<file path="config.mk">
export PLATFORM = sky130hd
export DESIGN_NAME = imm_extend_pipe_flat
export DESIGN_NICKNAME = d
export VERILOG_FILES = /design/src/rtl/imm_extend_pipe_if.sv /design/src/rtl/imm_extend_pipe.sv /design/src/flat_wrapper.sv
export SDC_FILE = /design/constraint.sdc
export NUM_CORES = 1
export LEC_CHECK = 0
export CAP_MARGIN = 10
export CORE_UTILIZATION = 46
export DETAILED_ROUTE_END_ITERATION = 10
export PLACE_DENSITY = 0.8
export SYNTH_ARGS = -nofsm -noshare
export SYNTH_HDL_FRONTEND = slang
export SYNTH_SLANG_ARGS = --single-unit
</file>
<file path="constraint.sdc">
create_clock -name clk -period 1.41 [get_ports clk]
set_input_delay 0.141 -clock clk [delete_from_list [all_inputs] [get_ports clk]]
set_output_delay 0.141 -clock clk [all_outputs]
set_load 0.02 [all_outputs]
</file>
<file path="src/rtl/imm_extend_pipe_if.sv">
// imm_extend_pipe_if: valid/ready bundle carrying the raw immediate in and the extended result out.
interface imm_extend_pipe_if #(
    parameter int IN_W  = 16,
    parameter int OUT_W = 32
);
    logic            in_valid;
    logic            in_ready;
    logic [IN_W-1:0] imm;
    logic [1:0]      mode;
    logic            out_valid;
    logic            out_ready;
    logic [OUT_W-1:0] ext_out;

    modport master (
        output in_valid, imm, mode, out_ready,
        input  in_ready, out_valid, ext_out
    );

    modport slave (
        input  in_valid, imm, mode, out_ready,
        output in_ready, out_valid, ext_out
    );
endinterface

</file>
<file path="src/rtl/imm_extend_pipe.sv">
// imm_extend_pipe: registered immediate extender (sign/zero/upper/shl2) with valid/ready flow control.
// Define IMX_SKID_EN to add a skid register so in_ready no longer depends combinationally on out_ready.
module imm_extend_pipe #(
    parameter int IN_W  = 16,
    parameter int OUT_W = 32
) (
    input  logic               clk,
    input  logic               rst_n,
    imm_extend_pipe_if.slave   bus
);
    logic [OUT_W-1:0] sext;
    logic [OUT_W-1:0] ext;
    logic [OUT_W-1:0] out_q;
    logic             out_v;
    logic             acc;

    always_comb begin
        sext = {{(OUT_W-IN_W){bus.imm[IN_W-1]}}, bus.imm};
        ext  = bus.mode[1]
             ? (bus.mode[0] ? {sext[OUT_W-3:0], 2'b00} : {bus.imm, {(OUT_W-IN_W){1'b0}}})
             : (bus.mode[0] ? {{(OUT_W-IN_W){1'b0}}, bus.imm} : sext);
    end

    assign acc           = bus.in_valid & bus.in_ready;
    assign bus.ext_out   = out_q;
    assign bus.out_valid = out_v;

`ifdef IMX_SKID_EN
    logic [OUT_W-1:0] skid_q;
    logic             skid_v;

    assign bus.in_ready = rst_n & ~skid_v;

    // The skid only ever fills while the output is full and stalled, so it drains first.
    always_ff @(posedge clk) begin
        if (!rst_n) begin
            out_q  <= '0;
            out_v  <= 1'b0;
            skid_q <= '0;
            skid_v <= 1'b0;
        end else if (bus.out_ready | ~out_v) begin
            out_v  <= skid_v | acc;
            out_q  <= skid_v ? skid_q : (acc ? ext : out_q);
            skid_v <= 1'b0;
        end else if (acc) begin
            skid_q <= ext;
            skid_v <= 1'b1;
        end
    end
`else
    assign bus.in_ready = rst_n & (~out_v | bus.out_ready);

    always_ff @(posedge clk) begin
        if (!rst_n) begin
            out_q <= '0;
            out_v <= 1'b0;
        end else if (acc) begin
            out_q <= ext;
            out_v <= 1'b1;
        end else if (bus.out_ready) begin
            out_v <= 1'b0;
        end
    end
`endif
endmodule

</file>
<file path="src/flat_wrapper.sv">
// flat-port wrapper written by rule: the top's interface ports become plain ports
module imm_extend_pipe_flat 
#(
    parameter int IN_W  = 16,
    parameter int OUT_W = 32
)
  (clk, rst_n, bus_in_valid, bus_imm, bus_mode, bus_out_ready, bus_in_ready, bus_out_valid, bus_ext_out);
  imm_extend_pipe_if #(.IN_W(IN_W), .OUT_W(OUT_W)) bus_i ();
  input  logic clk;
  input  logic rst_n;
  input wire logic [$bits(bus_i.in_valid)-1:0] bus_in_valid;
  input wire logic [$bits(bus_i.imm)-1:0] bus_imm;
  input wire logic [$bits(bus_i.mode)-1:0] bus_mode;
  input wire logic [$bits(bus_i.out_ready)-1:0] bus_out_ready;
  output wire logic [$bits(bus_i.in_ready)-1:0] bus_in_ready;
  output wire logic [$bits(bus_i.out_valid)-1:0] bus_out_valid;
  output wire logic [$bits(bus_i.ext_out)-1:0] bus_ext_out;
  assign bus_i.in_valid = bus_in_valid;
  assign bus_i.imm = bus_imm;
  assign bus_i.mode = bus_mode;
  assign bus_i.out_ready = bus_out_ready;
  assign bus_in_ready = bus_i.in_ready;
  assign bus_out_valid = bus_i.out_valid;
  assign bus_ext_out = bus_i.ext_out;
  imm_extend_pipe #(.IN_W(IN_W), .OUT_W(OUT_W)) u_core (.clk(clk), .rst_n(rst_n), .bus(bus_i));
endmodule
</file>
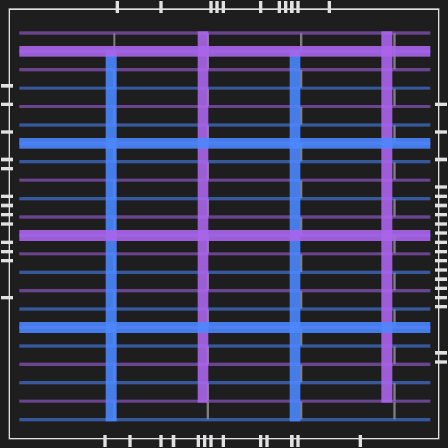
Figure 1: floorplan with the power grid.
Pins as bars on the die edge. Tap cells in grey.
| net | colour |
|---|---|
| VSS | blue |
| VDD | purple |
signal pins: 56
met5 straps: 4
tap cells: 46

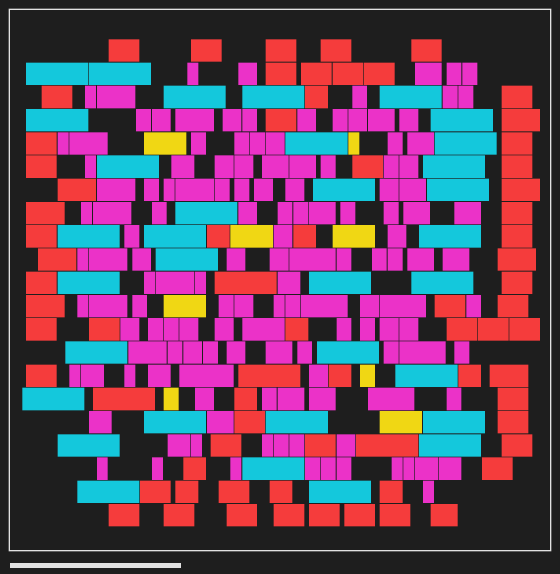
Figure 2: cell classes on the final placement.
Scale bar: 20 µm.
| class | colour | cells | share of their area |
|---|---|---|---|
| clock drivers and dummy loads | yellow | 8 | 3.4% |
| remaining buffers and delay cells | red | 70 | 30% |
| remaining logic cells | magenta | 138 | 39% |
| registers | cyan | 33 | 28% |

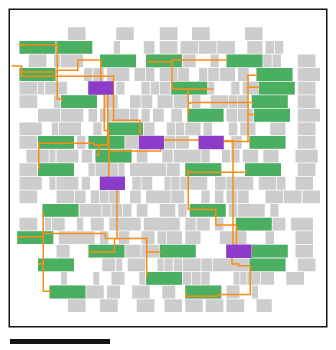
Figure 3: routed clock nets over the placement.
Scale bar: 20 µm.
[clock wires] orange | length: 414 µm
[flip-flops] green | count: 33
[clock-net drivers] purple | count: 5
flops lie: widely spread
routed clock nets: 6

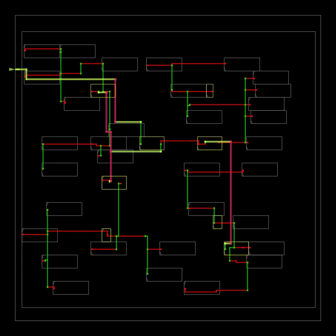
Figure 4: clock wiring as the flow saved it.
P_clk: 0.689 mW
Final Skew: 0.004272 ns

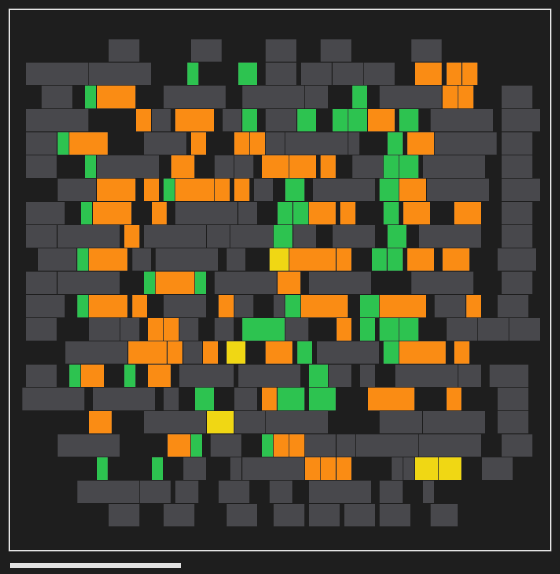
Figure 5: gate families picked out.
Scale bar: 20 µm.
| family | colour | cells |
|---|---|---|
| and/or cells | yellow | 5 |
| aoi and oai cells | orange | 65 |
| nand cells | green | 47 |
Comb/total area: 37.35%
dominant logic cell type in the layout: clkdlybuf4s50_1
fin cells: 295

-- repair_timing --
| item | in CTS | in global routing |
|---|---|---|
| setup endpoints to repair | 1 | 8 |
| gates resized | 1 | 8 |
| hold endpoints to repair | 0 | 0 |
-- tightest hold or removal path: stages, from the launching register on --
cell and delay, ns:
dfxtp_1 0.31, nand2_1 0.05, a22oi_1 0.05
-- cell families after synthesis --
family	count (synthesis)
compound gates	66
buf+inv	21
flops	33
simple gates	70
-- per-layer routing --
metal,wire length (µm),share of wire [%]
met5,0,0
met4,49,1.2
met3,325,7.7
met2,1921,46
met1,1902,45
-- state kept, by name (all words and copies together) (netlist names) --
register,cells
u_core.bus.ext_out,32
u_core.bus.out_valid,1
==> flow_summary_export.csv <==
group,metric,value,unit
route,wl_per_cell,14.23,µm
place,place_congestion,0.8541,
power,p_per_area,971.3,nW/µm²
synth,largest_area_cell,"dfxtp_1",
final_layout,flop_area,660.6,µm²
worst_setup_path,setup.worst_path.end,"bus_ext_out[18]",
power,p_sw,0.7118,mW
global_routing,grt_busiest_layer,"met2",
power,p_clk_share,28.9,%
timing,fin_crit_sh,97.37,%
synth,synth_top_area_share,38.32,%
synth,ys_sh_adder,0,%
final_layout,sh_seq_area,26.87,%
synth,simple_gate_share,22.64,%
route,drc,0,
floorplan,io_pins,56,
place,numPortBuffers,55,
worst_setup_path,path_depth,1,
worst_setup_path,crit_path_top_delay_cell,"clkdlybuf4s50_1",
timing,hold_ws,0.4570,ns
global_routing,met2_usage,34.14,%
cts,cts_tree,"done",
timing,hold_viol,0,
final_layout,largest_class,"logic gates",
cts,clk_latency,0.28,ns
final_layout,clockNetworkAreaShare,3.359,%
route,ant_nets,0,
synth,flop_cell,"dfxtp_1",
final_layout,inverters,2,
hold_path,whs_path_depth,2,
cts,clk_pin_slew,0.07,ns
outcome,status,"completed",
worst_setup_path,end_kind,"output port",
power,vdd_ir_drop_max,612.9,µV
synth,ys_sh_aoi,30.62,%
final_layout,antennaDiodeCount,0,
worst_setup_path,worstReg2RegStart,"u_core.bus.out_valid",
final_layout,final.fill_count,297,
floorplan,fp-row-count,21,
worst_setup_path,worstSetupStartpoint,"u_core.bus.ext_out[18]",
timing,drv_slew,0,
synth,mux_area_share,0,%
cts,h-tree-depth,2,
final_layout,n_all_buffers,70,
synth,synthTopCellsByCount,"dfxtp_1, nand2_1, a21oi_1",
final_layout,syn2layout_area_growth,42.60,%
global_routing,grt_pass1_wl,6.969,mm
synth,yosysCellCount,190,
hold_path,hold_end,"u_core.bus.ext_out[23]",
worst_setup_path,crit_type,"register to output port",
timing,worst_slew_pin_slew,0.4054,ns
place,dpl_cell_area,2357,µm²
timing,worst_slack,0.03707,ns
final_layout,drive_gt1_share,18.07,%
global_routing,gr-usage-met1,30.40,%
timing,period_minus_slack,1.373,ns
synth,postSynthCellCount,190,
timing,tns,0,ns
synth,synth_area,1724,µm²
synth,synth-edff-count,0,
route,totalWireLength,4.199,mm
synth,synth_nets,212,
job,warnings,26,
global_routing,gr-total-overflow,0,
cts,root_buffer,"clkbuf_8",
synth,synthDistinctLibCells,34,
cts,cts_sinks,33,
power,power_frac_comb,27.2,%
worst_setup_path,arrival,1.23,ns
Power is estimated from default activity; no workload was simulated.
